**src/rtl/fsm_fpu.sv**
```systemverilog
// Multi-cycle control FSM for the single-precision FP path: decode, operand load, unit handshake, FLW/FSW, writeback.
// Optional WAIT watchdog is compiled in with FSM_FPU_WATCHDOG_EN.
module fsm_fpu #(
    parameter int WATCHDOG_CYCLES = 64
) (
    input  logic        clk,
    input  logic        rst_n,
    input  logic        start,
    input  logic [31:0] ins,
    input  logic [2:0]  frm,
    input  logic        unit_done,
    output logic        busy,
    output logic        done,
    output logic        illegal,
    output logic        timeout,
    output logic [2:0]  func3,
    output logic [2:0]  rm,
    output logic [2:0]  sel_fu,
    output logic        fu_sub,
    output logic        fu_start,
    output logic        load_rs1,
    output logic        load_rs2,
    output logic        sel_rs1_int,
    output logic        load_alu,
    output logic        sel_alu_b,
    output logic        load_data_memory,
    output logic        write_mem,
    output logic        load_fregfile,
    output logic        load_regfile
);
    typedef enum logic [2:0] {
        S_IDLE, S_DECODE, S_ADDR, S_MEM, S_EXEC, S_WAIT, S_WB, S_ABORT
    } state_t;

    localparam logic [6:0] OP_FP  = 7'b1010011;
    localparam logic [6:0] OP_FLW = 7'b0000111;
    localparam logic [6:0] OP_FSW = 7'b0100111;

    state_t      state_q;
    logic        busy_q, done_q, illegal_q, timeout_q, fu_sub_q, fu_start_q;
    logic [2:0]  func3_q, rm_q, sel_fu_q;
    logic        load_rs1_q, load_rs2_q, sel_rs1_int_q, load_alu_q, sel_alu_b_q;
    logic        load_data_memory_q, write_mem_q, load_fregfile_q, load_regfile_q;
    logic        bad_q, mem_q, store_q, multi_q, int_rd_q;

    // Decode of the word presented with start; the results are latched on acceptance.
    logic [6:0]  opcode, funct7;
    logic [2:0]  funct3_w, rm_w, sel_fu_w;
    logic        dec_illegal, dec_mem, dec_store, dec_multi, dec_int_rd;
    logic        dec_rs1_int, dec_sub, dec_rm_chk, dec_sqrt, f7_ok;

    always_comb begin
        opcode      = ins[6:0];
        funct7      = ins[31:25];
        funct3_w    = ins[14:12];
        rm_w        = (funct3_w == 3'b111) ? frm : funct3_w;
        sel_fu_w    = 3'd0;
        dec_illegal = 1'b0;
        dec_mem     = 1'b0;
        dec_store   = 1'b0;
        dec_multi   = 1'b0;
        dec_int_rd  = 1'b0;
        dec_rs1_int = 1'b0;
        dec_sub     = 1'b0;
        dec_rm_chk  = 1'b0;
        dec_sqrt    = 1'b0;
        f7_ok       = 1'b1;
        case (opcode)
            OP_FLW, OP_FSW: begin
                dec_mem     = 1'b1;
                dec_store   = (opcode == OP_FSW);
                dec_rs1_int = 1'b1;
                dec_illegal = (funct3_w != 3'b010);
            end
            OP_FP: begin
                case (funct7)
                    7'b0000000: begin sel_fu_w = 3'd0; dec_multi = 1'b1; dec_rm_chk = 1'b1; end
                    7'b0000100: begin sel_fu_w = 3'd0; dec_multi = 1'b1; dec_rm_chk = 1'b1; dec_sub = 1'b1; end
                    7'b0001000: begin sel_fu_w = 3'd1; dec_multi = 1'b1; dec_rm_chk = 1'b1; end
                    7'b0001100: begin sel_fu_w = 3'd2; dec_multi = 1'b1; dec_rm_chk = 1'b1; end
                    7'b0101100: begin sel_fu_w = 3'd3; dec_multi = 1'b1; dec_rm_chk = 1'b1; dec_sqrt = 1'b1; end
                    7'b0010000: sel_fu_w = 3'd4;
                    7'b0010100: sel_fu_w = 3'd5;
                    7'b1010000: begin sel_fu_w = 3'd6; dec_int_rd = 1'b1; end
                    7'b1100000: begin sel_fu_w = 3'd7; dec_multi = 1'b1; dec_rm_chk = 1'b1; dec_int_rd = 1'b1; end
                    7'b1101000: begin sel_fu_w = 3'd7; dec_multi = 1'b1; dec_rm_chk = 1'b1; dec_rs1_int = 1'b1; end
                    7'b1110000: begin sel_fu_w = 3'd7; dec_int_rd = 1'b1; end
                    7'b1111000: begin sel_fu_w = 3'd7; dec_rs1_int = 1'b1; end
                    default:    f7_ok = 1'b0;
                endcase
                // Resolved modes 101/110/111 are reserved for arithmetic that rounds.
                dec_illegal = !f7_ok
                            || (dec_sqrt && ins[24:20] != 5'd0)
                            || (dec_rm_chk && rm_w[2] && (rm_w[1] || rm_w[0]));
            end
            default: dec_illegal = 1'b1;
        endcase
    end

    logic unused_ins_bits;
    assign unused_ins_bits = ^{ins[11:7], ins[19:15]};

    logic to_idle;
    assign to_idle = (state_q == S_DECODE && bad_q) || (state_q == S_MEM && store_q)
                   || (state_q == S_WB) || (state_q == S_ABORT);

`ifdef FSM_FPU_WATCHDOG_EN
    localparam int WD_W = $clog2(WATCHDOG_CYCLES + 1);
    logic [WD_W-1:0] wd_cnt_q;
`else
    logic unused_wd_limit;
    assign unused_wd_limit = (WATCHDOG_CYCLES != 0);
`endif

    always_ff @(posedge clk or negedge rst_n) begin
        if (!rst_n) begin
            state_q <= S_IDLE;
            {busy_q, done_q, illegal_q, timeout_q, fu_sub_q, fu_start_q} <= '0;
            {func3_q, rm_q, sel_fu_q} <= '0;
            {load_rs1_q, load_rs2_q, sel_rs1_int_q, load_alu_q, sel_alu_b_q} <= '0;
            {load_data_memory_q, write_mem_q, load_fregfile_q, load_regfile_q} <= '0;
            {bad_q, mem_q, store_q, multi_q, int_rd_q} <= '0;
`ifdef FSM_FPU_WATCHDOG_EN
            wd_cnt_q <= '0;
`endif
        end else begin
            {done_q, illegal_q, timeout_q, fu_start_q, load_rs1_q, load_rs2_q} <= '0;
            {load_alu_q, sel_alu_b_q, load_data_memory_q, write_mem_q} <= '0;
            {load_fregfile_q, load_regfile_q} <= '0;
            case (state_q)
                S_IDLE: if (start) begin
                    state_q       <= S_DECODE;
                    busy_q        <= 1'b1;
                    func3_q       <= funct3_w;
                    rm_q          <= rm_w;
                    sel_fu_q      <= sel_fu_w;
                    fu_sub_q      <= dec_sub;
                    sel_rs1_int_q <= dec_rs1_int;
                    bad_q         <= dec_illegal;
                    mem_q         <= dec_mem;
                    store_q       <= dec_store;
                    multi_q       <= dec_multi;
                    int_rd_q      <= dec_int_rd;
                    illegal_q     <= dec_illegal;
                    done_q        <= dec_illegal;
                    load_rs1_q    <= !dec_illegal;
                    load_rs2_q    <= !dec_illegal;
                end
                S_DECODE: if (!bad_q) begin
                    if (mem_q) begin
                        state_q     <= S_ADDR;
                        load_alu_q  <= 1'b1;
                        sel_alu_b_q <= 1'b1;
                    end else begin
                        state_q    <= S_EXEC;
                        fu_start_q <= 1'b1;
                    end
                end
                S_ADDR: begin
                    state_q            <= S_MEM;
                    write_mem_q        <= store_q;
                    done_q             <= store_q;
                    load_data_memory_q <= !store_q;
                end
                S_MEM: if (!store_q) begin
                    state_q         <= S_WB;
                    load_fregfile_q <= 1'b1;
                    done_q          <= 1'b1;
                end
                S_EXEC: if (multi_q) begin
                    state_q <= S_WAIT;
`ifdef FSM_FPU_WATCHDOG_EN
                    wd_cnt_q <= '0;
`endif
                end else begin
                    state_q         <= S_WB;
                    load_fregfile_q <= !int_rd_q;
                    load_regfile_q  <= int_rd_q;
                    done_q          <= 1'b1;
                end
                S_WAIT: if (unit_done) begin
                    state_q         <= S_WB;
                    load_fregfile_q <= !int_rd_q;
                    load_regfile_q  <= int_rd_q;
                    done_q          <= 1'b1;
                end
`ifdef FSM_FPU_WATCHDOG_EN
                else if (wd_cnt_q == WD_W'(WATCHDOG_CYCLES - 1)) begin
                    state_q   <= S_ABORT;
                    timeout_q <= 1'b1;
                    done_q    <= 1'b1;
                end else begin
                    wd_cnt_q <= wd_cnt_q + 1'b1;
                end
`endif
                default: ;
            endcase
            if (to_idle) begin
                state_q <= S_IDLE;
                {busy_q, fu_sub_q, sel_rs1_int_q} <= '0;
                {func3_q, rm_q, sel_fu_q} <= '0;
                {bad_q, mem_q, store_q, multi_q, int_rd_q} <= '0;
            end
        end
    end

    assign busy             = busy_q;
    assign done             = done_q;
    assign illegal          = illegal_q;
    assign timeout          = timeout_q;
    assign func3            = func3_q;
    assign rm               = rm_q;
    assign sel_fu           = sel_fu_q;
    assign fu_sub           = fu_sub_q;
    assign fu_start         = fu_start_q;
    assign load_rs1         = load_rs1_q;
    assign load_rs2         = load_rs2_q;
    assign sel_rs1_int      = sel_rs1_int_q;
    assign load_alu         = load_alu_q;
    assign sel_alu_b        = sel_alu_b_q;
    assign load_data_memory = load_data_memory_q;
    assign write_mem        = write_mem_q;
    assign load_fregfile    = load_fregfile_q;
    assign load_regfile     = load_regfile_q;
endmodule

```
**config.mk**
```make
export PLATFORM = sky130hd
export DESIGN_NAME = fsm_fpu
export DESIGN_NICKNAME = d
export VERILOG_FILES = /design/src/rtl/fsm_fpu.sv
export SDC_FILE = /design/constraint.sdc
export NUM_CORES = 1
export LEC_CHECK = 0
export ABC_AREA = 1
export CORE_UTILIZATION = 42
export CTS_CLUSTER_DIAMETER = 200
export DETAILED_ROUTE_END_ITERATION = 7
export PLACE_DENSITY = 0.76
export SYNTH_ARGS = -nofsm -noshare
export SYNTH_HDL_FRONTEND = slang
export SYNTH_SLANG_ARGS = --single-unit
```
**constraint.sdc**
```tcl
create_clock -name clk -period 1.8 [get_ports clk]
set_input_delay 0.18 -clock clk [delete_from_list [all_inputs] [get_ports clk]]
set_output_delay 0.18 -clock clk [all_outputs]
set_load 0.1 [all_outputs]
```
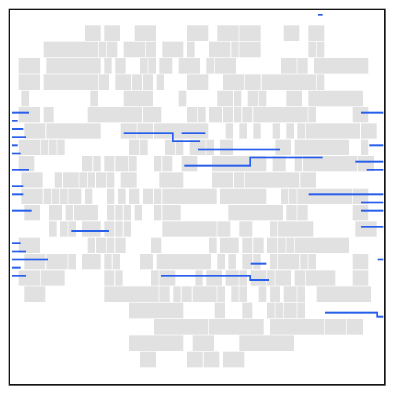
Figure 1: metal 3.
(6 px per µm)
The layer holds 4.6% of the routed length. The longest straight run is 14.7 µm.

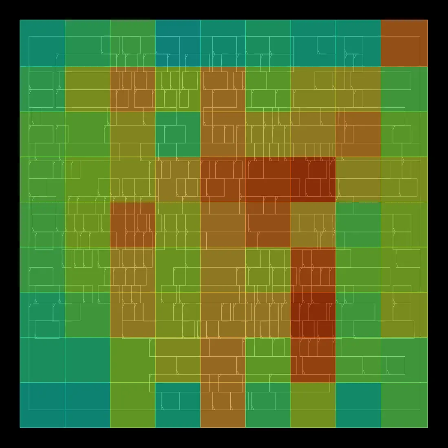
Figure 2: routing congestion map.
overall routing resource usage: 0.191
wire per inst: 11.6 µm
grt peak-use layer: met2
final core utilization: 0.614

==> run summary <==
fresh numbers from the pnr run: outcome finished clean, Most common cell on crit path inv_4, final worst path period share 0.834, clock buffer depth 2, Power Density ~1400 nW/µm², Post-Synth Adder-Cell Area 0, fillcell total 298, largest net degree at the start of global routing 30, CP peak stage delay between 0.4 and 0.5 ns, WL met3 157 µm, critical path cell sequence nor2_2, nand2_2, nor2_4, inv_4, nand2_4, inv_4, a22o_1, maximum vdd ir drop about 0.00057 V, Main synth FF type dfrtp_1, Switching Fraction 0.529, number of global-route vias before repair between 1k and 1.5k, PnR worst setup slack a little under 0.3 ns, Non-Clock Buffer Count 54, Setup Buffers After CTS 0, sequential share of power 0.297, worst-skew pair later-pin latency roughly 0.33 ns, Power Clock 448 µW, worst r2r src state_q[0]
Power is estimated from default activity; no workload was simulated.
